**Metal 3**

The bar under the picture is 20 um long.
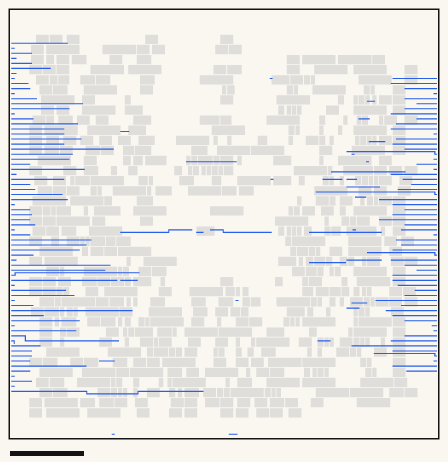
**Selected gate families**

The bar under the picture is 20 um long.
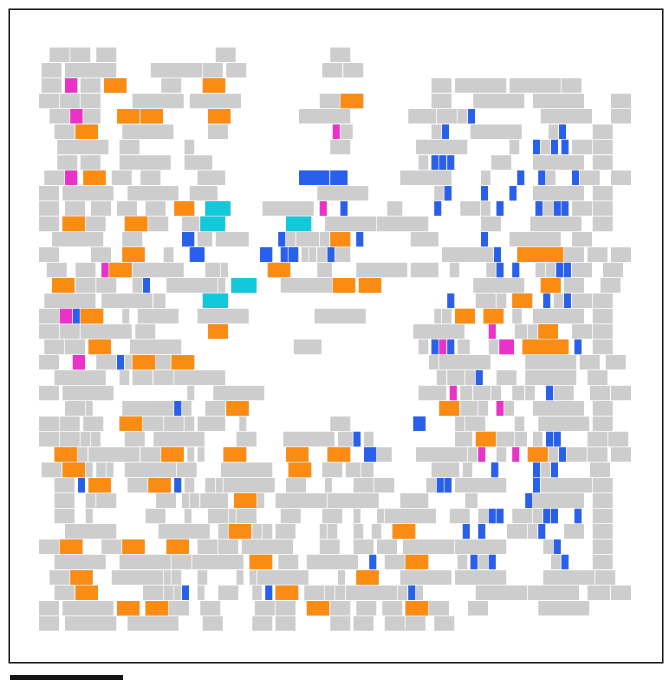
### src/rtl/mem_bus_controller.sv
// Memory-side load/store stage between the CPU core and a word-wide synchronous SRAM.
// Handles byte lanes, zero-extended byte loads, wait states and illegal-access rejection.
module mem_bus_controller #(
  parameter int MEM_WORDS   = 1024,
  parameter int AW          = 10,
  parameter int WAIT_STATES = 1
) (
  input  logic          clk,
  input  logic          rst,
  input  logic          cpu_req,
  input  logic          cpu_write,
  input  logic          cpu_byte,
  input  logic [31:0]   cpu_addr,
  input  logic [31:0]   cpu_wdata,
  output logic [31:0]   cpu_rdata,
  output logic          cpu_ready,
  output logic          cpu_error,
  output logic          sram_en,
  output logic          sram_we,
  output logic [3:0]    sram_be,
  output logic [AW-1:0] sram_addr,
  output logic [31:0]   sram_wdata,
  input  logic [31:0]   sram_rdata
);

  localparam logic [1:0] S_IDLE   = 2'd0;
  localparam logic [1:0] S_ACCESS = 2'd1;
  localparam logic [1:0] S_WAIT   = 2'd2;
  localparam logic [1:0] S_DONE   = 2'd3;

  localparam logic [32:0] ADDR_LIMIT = 33'(MEM_WORDS) << 2;

  logic [1:0]    state_q, state_d;
  logic          write_q, write_d;
  logic          byte_q, byte_d;
  logic          err_q, err_d;
  logic [AW+1:0] addr_q, addr_d;
  logic [31:0]   wdata_q, wdata_d;
  logic [31:0]   rdata_q, rdata_d;
  logic [3:0]    cnt_q, cnt_d;

  logic          illegal;
  logic [3:0]    laneBe;
  logic [7:0]    laneByte;

  always_comb begin
    illegal = (!cpu_byte && (cpu_addr[1:0] != 2'b00)) || ({1'b0, cpu_addr} >= ADDR_LIMIT);
  end

  always_comb begin
    laneBe = 4'b0001 << addr_q[1:0];
    case (addr_q[1:0])
      2'd0:    laneByte = sram_rdata[7:0];
      2'd1:    laneByte = sram_rdata[15:8];
      2'd2:    laneByte = sram_rdata[23:16];
      default: laneByte = sram_rdata[31:24];
    endcase
  end

  // Request fields are only captured in IDLE, so the core may change them freely afterwards.
  always_comb begin
    state_d = state_q;
    write_d = write_q;
    byte_d  = byte_q;
    err_d   = err_q;
    addr_d  = addr_q;
    wdata_d = wdata_q;
    rdata_d = rdata_q;
    cnt_d   = cnt_q;
    case (state_q)
      S_IDLE: begin
        if (cpu_req) begin
          write_d = cpu_write;
          byte_d  = cpu_byte;
          addr_d  = cpu_addr[AW+1:0];
          wdata_d = cpu_wdata;
          err_d   = illegal;
          state_d = illegal ? S_DONE : S_ACCESS;
        end
      end
      S_ACCESS: begin
        cnt_d   = 4'(WAIT_STATES);
        state_d = S_WAIT;
      end
      S_WAIT: begin
        // Counter saturates at zero; the final WAIT cycle is the one that sees zero.
        if (cnt_q == 4'd0) begin
          state_d = S_DONE;
          if (!write_q) begin
            rdata_d = byte_q ? {24'h0, laneByte} : sram_rdata;
          end
        end else begin
          cnt_d = cnt_q - 4'd1;
        end
      end
      default: begin
        state_d = S_IDLE;
      end
    endcase
  end

  always_ff @(posedge clk or negedge rst) begin
    if (!rst) begin
      state_q <= S_IDLE;
      write_q <= 1'b0;
      byte_q  <= 1'b0;
      err_q   <= 1'b0;
      addr_q  <= '0;
      wdata_q <= 32'h0;
      rdata_q <= 32'h0;
      cnt_q   <= 4'd0;
    end else begin
      state_q <= state_d;
      write_q <= write_d;
      byte_q  <= byte_d;
      err_q   <= err_d;
      addr_q  <= addr_d;
      wdata_q <= wdata_d;
      rdata_q <= rdata_d;
      cnt_q   <= cnt_d;
    end
  end

  // Strobes decode straight from the state register so an async reset drops them at once.
  assign sram_en    = (state_q == S_ACCESS);
  assign sram_we    = sram_en & write_q;
  assign sram_be    = sram_en ? (byte_q ? laneBe : 4'hF) : 4'h0;
  assign sram_addr  = addr_q[AW+1:2];
  assign sram_wdata = byte_q ? {4{wdata_q[7:0]}} : wdata_q;
  assign cpu_rdata  = rdata_q;
  assign cpu_ready  = (state_q == S_DONE);
  assign cpu_error  = (state_q == S_DONE) & err_q;

endmodule

### config.mk
export PLATFORM = sky130hd
export DESIGN_NAME = mem_bus_controller
export DESIGN_NICKNAME = d
export VERILOG_FILES = /design/src/rtl/mem_bus_controller.sv
export SDC_FILE = /design/constraint.sdc
export NUM_CORES = 1
export LEC_CHECK = 0
export CAP_MARGIN = 20
export CORE_MARGIN = 5
export CORE_UTILIZATION = 38
export CTS_BUF_LIST = sky130_fd_sc_hd__clkbuf_8
export DETAILED_ROUTE_END_ITERATION = 12
export PLACE_DENSITY = 0.73
export SKIP_CTS_REPAIR_TIMING = 1
export SLEW_MARGIN = 20
export SYNTH_ARGS = -nofsm -noshare
export SYNTH_HDL_FRONTEND = slang
export SYNTH_SLANG_ARGS = --single-unit
### constraint.sdc
create_clock -name clk -period 5 [get_ports clk]
set_input_delay 1 -clock clk [delete_from_list [all_inputs] [get_ports clk]]
set_output_delay 1 -clock clk [all_outputs]
set_load 0.03 [all_outputs]
==> metrics.csv <==
metric,value,unit
aggregate negative setup slack,0,ps
Synth Area in Simple Gates,10.8,%
Detailed Routing Iterations Pass 1,4,
power density over the cells,706,mW/mm^2
remaining global-route overflow,0,
sequential-to-total area share from yosys stat,50.4,%
standard-cell rows,38,
Tightest Hold Check Type,reg2reg,
Hold Path Depth,2,
register fraction of the total cell area,34.5,%
synthesis-to-finish area growth,46.3,%
met1 WL,4640,um
actual transition at the worst max-transition pin,905,ps
clock buffers,12,
Worst Hold Margin,482,ps
logic share of the area,27.9,%
"CTS clk-pin slew, worst paths",80,ps
H-tree depth,3,
effective utilization at floorplan,38.9,%
via count of the first global-routing pass,3797,
iteration-0 DRC count of the detailed router,191,
"area leader, netlist",sky130_fd_sc_hd__dfrtp_1,
unrepaired setup endpoints after global routing,false,
remaining max-slew budget at the tightest pin,39.7,%
highest routed layer,met4,
Largest Pwr Group,combinational cells,
vias per cell,4.97,
Cell area leaders,"sky130_fd_sc_hd__dfrtp_1 50%, sky130_fd_sc_hd__mux2_2 12%, sky130_fd_sc_hd__o21ai_0 7.7%",
post-synth tally of flip-flops with integrated enable,0,
Multi-input gate area,0.00172,sq mm
worst hold path endpoint,cpu_rdata[28],
CTS root buffer,sky130_fd_sc_hd__clkbuf_8,
Core Area,0.0108,sq mm
routed wire length on met2,5470,um
Nets,676,
highest clock frequency the design can meet,278,MHz
total of max-cap violations,0,
proportion of power drawn by combinational gates,60.2,%
"mux frac, synth",16.2,%
invs w/o clock,29,
status,finished clean,
sequential fraction of design power,29.5,%
number of logic gates,260,
number of design rule violations left after detail routing,0,
startpoint kind of the worst setup timing path,flip-flop,
average routed wire per standard cell,16.7,um
yosys adder share,1.48,%
global placement routability congestion,0.800,
Notes on 'metal 3' above:
- nets with wire on the layer: 144
- wire length on this layer: 1530 um
- share of all routed wire: 13%
- main direction: horizontal
number of vias in the routed layout: 3550
wirelength, routed: 11900 um
met3 capacity usage during global routing: 7.42%

Notes on 'selected gate families' above:
- fa/ha/maj cells: cyan (cells 5; most used ha_1)
- mux cells: orange (cells 60; most used mux2_2; where spread over the die)
- nor cells: magenta (cells 15; most used nor2_1)
- nand cells: blue (cells 80; most used nand2_1)
most numerous logic cell after layout: sky130_fd_sc_hd__clkdlybuf4s50_1
count of non-filler cells in the finished layout: 714

Power figures rest on the tool's default switching activity, not on a simulated workload.
